File: src/rtl/ps2_kbd_seg_display.sv
// rtl/ps2_kbd_seg_display.sv - PS/2 keyboard receiver, FIFO, make/break decoder and six-digit hex display.
// Optional feature macro: PS2_PARITY_CHECK_EN (full start/stop/odd-parity frame check).
module ps2_kbd_seg_display #(
  parameter int FIFO_DEPTH  = 8,
  parameter int SYNC_STAGES = 3
) (
  input  logic       clk,
  input  logic       clrn,
  input  logic       ps2_clk,
  input  logic       ps2_data,
  output logic [6:0] seg0,
  output logic [6:0] seg1,
  output logic [6:0] seg2,
  output logic [6:0] seg3,
  output logic [6:0] seg4,
  output logic [6:0] seg5,
  output logic       overflow
);

  localparam int AW = $clog2(FIFO_DEPTH);

  // Receiver state
  logic [SYNC_STAGES-1:0] sync_q, sync_d;
  logic [3:0]             bit_cnt_q, bit_cnt_d;
  logic [8:0]             shift_q, shift_d;
  logic                   frame_vld_q, frame_vld_d;
  logic [7:0]             frame_byte_q, frame_byte_d;
  logic                   ps2_fall;
  logic                   frame_ok;
`ifdef PS2_PARITY_CHECK_EN
  logic                   parity_q, parity_d;
`endif

  // FIFO state
  logic [7:0]  fifo_mem [FIFO_DEPTH];
  logic [AW:0] wr_ptr_q, wr_ptr_d;
  logic [AW:0] rd_ptr_q, rd_ptr_d;
  logic        overflow_q, overflow_d;
  logic        fifo_empty, fifo_full, fifo_push, fifo_pop;
  logic [7:0]  fifo_rdata;

  // Decoder state
  logic [7:0] key_q, key_d;
  logic       pressing_q, pressing_d;
  logic       break_pending_q, break_pending_d;
  logic [7:0] count_q, count_d;
  logic [7:0] ascii;

  assign ps2_fall = sync_q[SYNC_STAGES-1] & ~sync_q[SYNC_STAGES-2];

  always_comb begin
    sync_d       = {sync_q[SYNC_STAGES-2:0], ps2_clk};
    bit_cnt_d    = bit_cnt_q;
    shift_d      = shift_q;
    frame_vld_d  = 1'b0;
    frame_byte_d = frame_byte_q;
`ifdef PS2_PARITY_CHECK_EN
    parity_d     = parity_q;
    frame_ok     = ~shift_q[0] & ps2_data & (^{shift_q[8:1], parity_q});
`else
    frame_ok     = ~shift_q[0];
`endif
    if (ps2_fall) begin
      if (bit_cnt_q == 4'd10) begin
        // ps2_data here is the stop bit of the completing frame
        bit_cnt_d    = 4'd0;
        frame_vld_d  = frame_ok;
        frame_byte_d = shift_q[8:1];
      end else begin
        bit_cnt_d = bit_cnt_q + 4'd1;
        if (bit_cnt_q < 4'd9) begin
          shift_d = {ps2_data, shift_q[8:1]};
        end
`ifdef PS2_PARITY_CHECK_EN
        if (bit_cnt_q == 4'd9) begin
          parity_d = ps2_data;
        end
`endif
      end
    end
  end

  assign fifo_empty = (wr_ptr_q == rd_ptr_q);
  assign fifo_full  = (wr_ptr_q[AW] != rd_ptr_q[AW]) && (wr_ptr_q[AW-1:0] == rd_ptr_q[AW-1:0]);
  assign fifo_push  = frame_vld_q & ~fifo_full;
  assign fifo_pop   = ~fifo_empty;
  assign fifo_rdata = fifo_mem[rd_ptr_q[AW-1:0]];

  always_comb begin
    wr_ptr_d   = wr_ptr_q;
    rd_ptr_d   = rd_ptr_q;
    overflow_d = overflow_q;
    if (fifo_push) begin
      wr_ptr_d = wr_ptr_q + 1'b1;
    end
    if (frame_vld_q && fifo_full) begin
      overflow_d = 1'b1;
    end
    if (fifo_pop) begin
      rd_ptr_d = rd_ptr_q + 1'b1;
    end
  end

  always_ff @(posedge clk) begin
    if (fifo_push) begin
      fifo_mem[wr_ptr_q[AW-1:0]] <= frame_byte_q;
    end
  end

  // Make/break tracking; E0 prefixes are dropped so extended keys decode as their base code
  always_comb begin
    key_d           = key_q;
    pressing_d      = pressing_q;
    break_pending_d = break_pending_q;
    count_d         = count_q;
    if (fifo_pop) begin
      if (fifo_rdata == 8'hF0) begin
        break_pending_d = 1'b1;
      end else if (fifo_rdata == 8'hE0) begin
        break_pending_d = break_pending_q;
      end else if (break_pending_q) begin
        break_pending_d = 1'b0;
        if (fifo_rdata == key_q) begin
          pressing_d = 1'b0;
        end
      end else if (!pressing_q || fifo_rdata != key_q) begin
        pressing_d = 1'b1;
        key_d      = fifo_rdata;
        count_d    = count_q + 8'd1;
      end
    end
  end

  always_ff @(posedge clk or posedge clrn) begin
    if (clrn) begin
      sync_q          <= '1;
      bit_cnt_q       <= 4'd0;
      shift_q         <= '0;
      frame_vld_q     <= 1'b0;
      frame_byte_q    <= 8'h00;
`ifdef PS2_PARITY_CHECK_EN
      parity_q        <= 1'b0;
`endif
      wr_ptr_q        <= '0;
      rd_ptr_q        <= '0;
      overflow_q      <= 1'b0;
      key_q           <= 8'h00;
      pressing_q      <= 1'b0;
      break_pending_q <= 1'b0;
      count_q         <= 8'h00;
    end else begin
      sync_q          <= sync_d;
      bit_cnt_q       <= bit_cnt_d;
      shift_q         <= shift_d;
      frame_vld_q     <= frame_vld_d;
      frame_byte_q    <= frame_byte_d;
`ifdef PS2_PARITY_CHECK_EN
      parity_q        <= parity_d;
`endif
      wr_ptr_q        <= wr_ptr_d;
      rd_ptr_q        <= rd_ptr_d;
      overflow_q      <= overflow_d;
      key_q           <= key_d;
      pressing_q      <= pressing_d;
      break_pending_q <= break_pending_d;
      count_q         <= count_d;
    end
  end

  // Scan code set 2 to ASCII
  always_comb begin
    case (key_q)
      8'h1C: ascii = 8'h61;  8'h32: ascii = 8'h62;  8'h21: ascii = 8'h63;
      8'h23: ascii = 8'h64;  8'h24: ascii = 8'h65;  8'h2B: ascii = 8'h66;
      8'h34: ascii = 8'h67;  8'h33: ascii = 8'h68;  8'h43: ascii = 8'h69;
      8'h3B: ascii = 8'h6A;  8'h42: ascii = 8'h6B;  8'h4B: ascii = 8'h6C;
      8'h3A: ascii = 8'h6D;  8'h31: ascii = 8'h6E;  8'h44: ascii = 8'h6F;
      8'h4D: ascii = 8'h70;  8'h15: ascii = 8'h71;  8'h2D: ascii = 8'h72;
      8'h1B: ascii = 8'h73;  8'h2C: ascii = 8'h74;  8'h3C: ascii = 8'h75;
      8'h2A: ascii = 8'h76;  8'h1D: ascii = 8'h77;  8'h22: ascii = 8'h78;
      8'h35: ascii = 8'h79;  8'h1A: ascii = 8'h7A;
      8'h45: ascii = 8'h30;  8'h16: ascii = 8'h31;  8'h1E: ascii = 8'h32;
      8'h26: ascii = 8'h33;  8'h25: ascii = 8'h34;  8'h2E: ascii = 8'h35;
      8'h36: ascii = 8'h36;  8'h3D: ascii = 8'h37;  8'h3E: ascii = 8'h38;
      8'h46: ascii = 8'h39;
      8'h29: ascii = 8'h20;  8'h5A: ascii = 8'h0D;
      default: ascii = 8'h00;
    endcase
  end

  function automatic logic [6:0] hex7(input logic [3:0] v);
    case (v)
      4'h0: hex7 = 7'h40;  4'h1: hex7 = 7'h79;  4'h2: hex7 = 7'h24;  4'h3: hex7 = 7'h30;
      4'h4: hex7 = 7'h19;  4'h5: hex7 = 7'h12;  4'h6: hex7 = 7'h02;  4'h7: hex7 = 7'h78;
      4'h8: hex7 = 7'h00;  4'h9: hex7 = 7'h10;  4'hA: hex7 = 7'h08;  4'hB: hex7 = 7'h03;
      4'hC: hex7 = 7'h46;  4'hD: hex7 = 7'h21;  4'hE: hex7 = 7'h06;  default: hex7 = 7'h0E;
    endcase
  endfunction

  assign seg0     = pressing_q ? hex7(key_q[3:0]) : 7'h7F;
  assign seg1     = pressing_q ? hex7(key_q[7:4]) : 7'h7F;
  assign seg2     = pressing_q ? hex7(ascii[3:0]) : 7'h7F;
  assign seg3     = pressing_q ? hex7(ascii[7:4]) : 7'h7F;
  assign seg4     = hex7(count_q[3:0]);
  assign seg5     = hex7(count_q[7:4]);
  assign overflow = overflow_q;

endmodule

File: config.mk
export PLATFORM = sky130hd
export DESIGN_NAME = ps2_kbd_seg_display
export DESIGN_NICKNAME = d
export VERILOG_FILES = /design/src/rtl/ps2_kbd_seg_display.sv
export SDC_FILE = /design/constraint.sdc
export NUM_CORES = 1
export LEC_CHECK = 0
export CORE_AREA = 2 2 110 112
export DETAILED_ROUTE_END_ITERATION = 8
export DIE_AREA = 0 0 112 114
export PLACE_DENSITY = 0.8
export RECOVER_POWER = 25
export SLEW_MARGIN = 20
export SYNTH_ARGS = -nofsm -noshare
export SYNTH_HDL_FRONTEND = slang
export SYNTH_SLANG_ARGS = --single-unit
export TNS_END_PERCENT = 30
File: constraint.sdc
create_clock -name clk -period 4.79 [get_ports clk]
set_clock_uncertainty 0.2 [all_clocks]
set_input_delay 0.958 -clock clk [delete_from_list [all_inputs] [get_ports clk]]
set_output_delay 0.958 -clock clk [all_outputs]
set_load 0.01 [all_outputs]
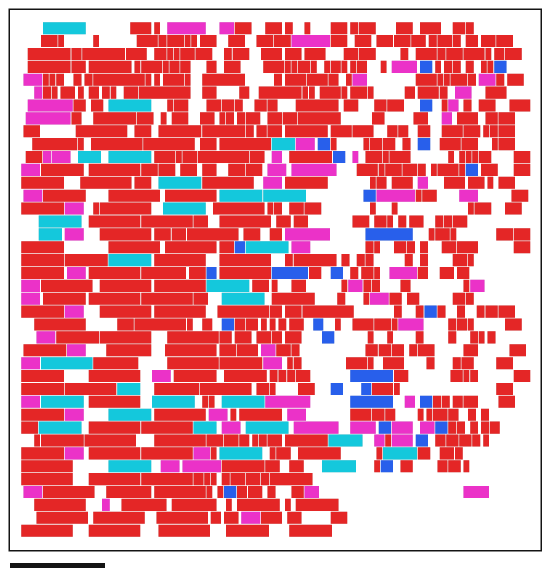
Run 1: cells by drive strength
Scale bar: 20 um.
_6 and larger: drawn in cyan, cells 29. _0 and _1 cells: drawn in red, cells 553. _2 cells: drawn in magenta, cells 67. _3 and _4 cells: drawn in blue, cells 27.

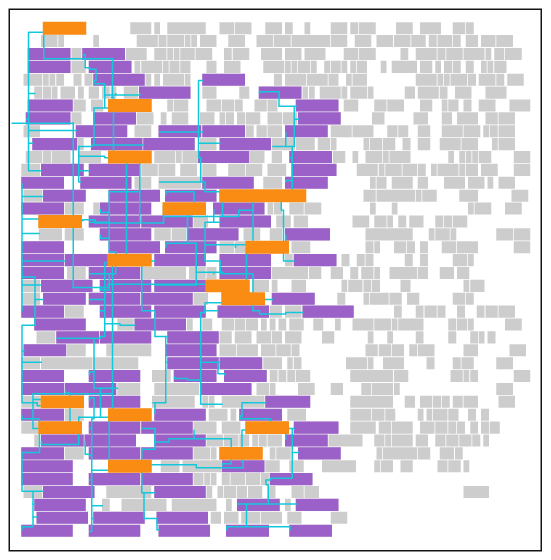
Run 1: routed clock nets over the placement
flip-flops: drawn in purple, count 116. clock wires: drawn in cyan, length 1330 um. clock drivers: drawn in orange, count 17.
There are 18 routed clock nets.

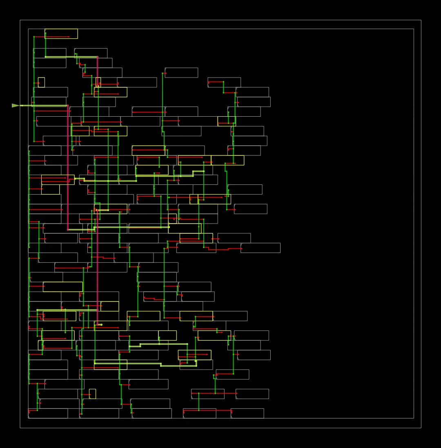
Run 1: clock nets
number of clock buffers inserted by TritonCTS: 17
FFs & Latches: 116
power in the clock group: 0.00129 W
# clk buffers: 27

==> flow_metrics.py <==
# Flow results
metrics = {
    "place": {
        "port-buffer-count": 46,
        "detailedPlacementHpwl_um": 11000,
        "gp_routability_congestion": 0.888,
    },
    "synth": {
        "yosys-dominant-comb-family": "AND-OR/OR-AND gates",
        "netlist_top_cells_area": "edfxtp_1, dfrtp_1, ha_1",
        "floorplan_net_count": 654,
        "synth_compound_gate_area_share": 0.138,
        "yosys_most_used_dff": "edfxtp_1",
        "synth_top_area_share": 0.280,
        "synth.cells.most_frequent": "edfxtp_1, dfrtp_1, nand2_1",
        "synth-cells-yosys": 611,
        "synthMostInstantiatedCell": "edfxtp_1",
        "synthesis.area_per_instance_um2": 11.2,
        "post_synthesis_instance_total": 611,
        "yosys_simple_share": 0.116,
        "post_synth_instance_area_um2": 6860,
        "yosys_warnings": 0,
        "mux_share": 0.137,
        "synth_cell_type_count": 63,
        "post_synth_fa_ha_maj_area_fraction": 0.0712,
        "yosys_stat_chip_area_um2": 6860,
        "synth.largest_area_cell": "edfxtp_1",
    },
    "power_and_ir_drop": {
        "power_switching_share": 0.400,
        "p_clk_frac": 0.199,
        "power.switching_w": 0.00260,
        "pwr-share-comb": 0.542,
        "cell_internal_pwr_w": 0.00390,
        "power_density_nw_per_um2": 784,
        "pwr-share-seq": 0.259,
        "power.static_leakage_nw": 3.40,
    },
    "clock_tree": {
        "clock.latency.late_pin_ps": 410,
        "max-clock-path-buffers": 2,
        "cts-root-buf": "clkbuf_16",
        "clkSlewWorstSetupHoldPaths_ps": 50,
        "cts_tree": "built",
        "cts.htree.levels": 4,
    },
    "critical_path": {
        "start_to_end_type_of_the_worst_setup_path": "reg -> out",
        "critical-path-slowest-cell": "clkdlybuf4s50_1",
        "crit_cells": 12,
        "startpoint_type": "register",
        "delay_heaviest_family_cp": "buffers and inverters",
        "path_cells": "ha_1 -> buf_4 -> inv_1 -> nand2_1 -> a311oi_2 -> o21ai_1 -> a21oi_2 -> inv_1 -> ha_2 -> buf_4 -> o311ai_0 -> clkdlybuf4s50_1",
        "worstSetupStartpoint": "key_q[1]",
        "rr_startpoint": "rd_ptr_q[0]",
        "critical_path.n_buffers_inverters": 5,
        "r2r_setup_slack_ps": 1200,
        "crit_fanout": 8,
        "worst_setup_path_end_kind": "primary output",
        "worstReg2RegEnd": "key_q[4]",
        "worst_path_largest_cell_delay_ps": 600,
        "critPathRequiredTime_ps": 3630,
        "reg2regPathDepth": 7,
        "worst-endpoint-arrival_ps": 3470,
    },
    "final_timing": {
        "maxSlewHeadroom": 0.270,
        "maxClockFrequency_ghz": 0.216,
        "total_negative_setup_slack_ps": 0,
        "setup_violations": 0,
        "drv_slew": 0,
        "period_minus_slack_ps": 4630,
        "timing.final.crit_share": 0.967,
        "timing_hold_violations_final": 0,
    },
    "global_route": {
        "grt_antenna_before_repair": 0,
        "first_global_vias": 5124,
        "groute.usage.overall": 0.268,
        "largest_net_degree_at_the_start_of_global_routing": 53,
        "wire_length_of_the_first_global_routing_pass_um": 26700,
        "global_route.overflow_total": 0,
    },
    "floorplanning": {
        "floorplan.initialDensity": 0.585,
        "top_level_ports": 47,
        "die.size.y_um": 114,
        "placement_rows": 40,
        "core_um2": 11700,
    },
    "drt": {
        "drt_iter0_markers": 454,
        "via_per_inst": 6.28,
        "post_detailed_route_wirelength_per_cell_um": 20.5,
        "antenna_violating_nets_post_route": 0,
        "post-route-drc-count": 0,
        "via_count": 5169,
    },
    "finish": {
        "nets": 706,
        "antenna_cells": 0,
        "layout-drive-gt1-share": 0.182,
    },
    "job": {
        "tool_warnings": 56,
        "max-cap-violations": 0,
    },
    "status": {
        "outcome": "finished clean",
    },
    "hold_path": {
        "timing.hold.worst.start": "sync_q[0]",
        "holdPathStages": 0,
        "worst_hold_path_type": "reg -> reg",
    },
}
run 1: kinds of logic after synthesis:
| group | Yosys count |
|---|---|
| compound gates | 137 |
| xor+xnor | 23 |
| fa+ha+maj | 39 |
| buf+inv | 62 |
| flops | 116 |
| mux | 74 |
| simple gates | 160 |
run 1: metrics by stage:
stage | area, um2 | instances | hold slack, ps | setup WS [ps] | utilization
finish | 8290 | 823 | 163 | 160 | 0.708
global route | 8290 | 823 | 171 | -7.95 | 0.708
detailed placement | 7510 | 787 | 149 | 177 | 0.641
global placement | 7510 | 787 | 148 | 324 | 0.641
CTS | 8170 | 819 | 160 | 0.592 | 0.697
floorplan | 6860 | 611 | 145 | 518 | -
run 1: metal layers:
| layer | up-vias | track usage | share of wire |
|---|---|---|---|
| li1 | 2380 | - | - |
| met2 | 201 | 0.479 | 0.52 |
| met1 | 2553 | 0.323 | 0.40 |
| met5 | - | 0 | 0 |
| met4 | 0 | 0.110 | 0.026 |
| met3 | 35 | 0.0473 | 0.051 |
run 1: power groups by stage:
| stage | registers (W) | logic (W) | clock network, W |
|---|---|---|---|
| floorplan | 0.00145 | 0.00229 | 0 |
| global placement | 0.00166 | 0.00326 | 0 |
| detailed placement | 0.00168 | 0.00331 | 0 |
| CTS | 0.00168 | 0.00338 | 0.00130 |
| global route | 0.00172 | 0.00380 | 0.00135 |
| finish | 0.00168 | 0.00353 | 0.00129 |
run 1: layout by cell type, fill, tap and decap left out, types with 5 or more instances in the layout:
cell type,instances
o211ai_1,12
edfxtp_1,64
a31oi_1,5
nor3_1,12
nor2b_1,10
a22o_1,11
clkdlybuf4s50_1,43
nand2_1,45
nand3_1,17
clkbuf_16,20
dfrtp_1,45
xnor2_1,13
a21o_1,8
inv_1,21
o21ai_0,28
mux2i_1,33
a21oi_1,21
mux2_2,30
mux4_1,7
clkbuf_8,5
buf_4,19
nand2b_1,9
nor2_1,36
ha_1,35
xor2_1,10
run 1: sequential cells by signal, summed over array words and instances, names as in the netlist:
| register | cells |
|---|---|
| fifo_mem | 64 |
| break_pending_q | 1 |
| sync_q | 3 |
| frame_byte_q | 8 |
| frame_vld_q | 1 |
| shift_q | 9 |
| wr_ptr_q | 4 |
| bit_cnt_q | 4 |
| pressing_q | 1 |
| overflow | 1 |
| count_q | 8 |
| rd_ptr_q | 4 |
| key_q | 8 |
run 1: layout make-up:
| class | count | area [um2] |
|---|---|---|
| clock buffer | 27 | 577 |
| multi-input combinational | 433 | 3470 |
| sequential | 116 | 3230 |
| timing repair buffer | 68 | 668 |
| clock inverter | 5 | 52.6 |
| fill | 806 | 3420 |
| tap | 147 | 184 |
| inverter | 27 | 108 |
run 1: how the worst max path moves through the flow:
stage,endpoint,slack [ps]
4_1_cts,seg2[4],0.6
2_1_floorplan,seg2[4],520
3_3_place_gp,seg2[4],320
5_1_grt,seg2[2],-8
3_5_place_dp,seg2[4],180
6_report,seg2[2],160
run 1: timing repair:
action                                  4_1_cts  5_1_grt
pin swaps                                     0        2
setup buffers                                 0        4
hold endpoints to repair                      0        0
resized                                       9       24
endpoints found under the setup margin        7       14
No activity file was given, so power comes from the tool's default toggle rates.
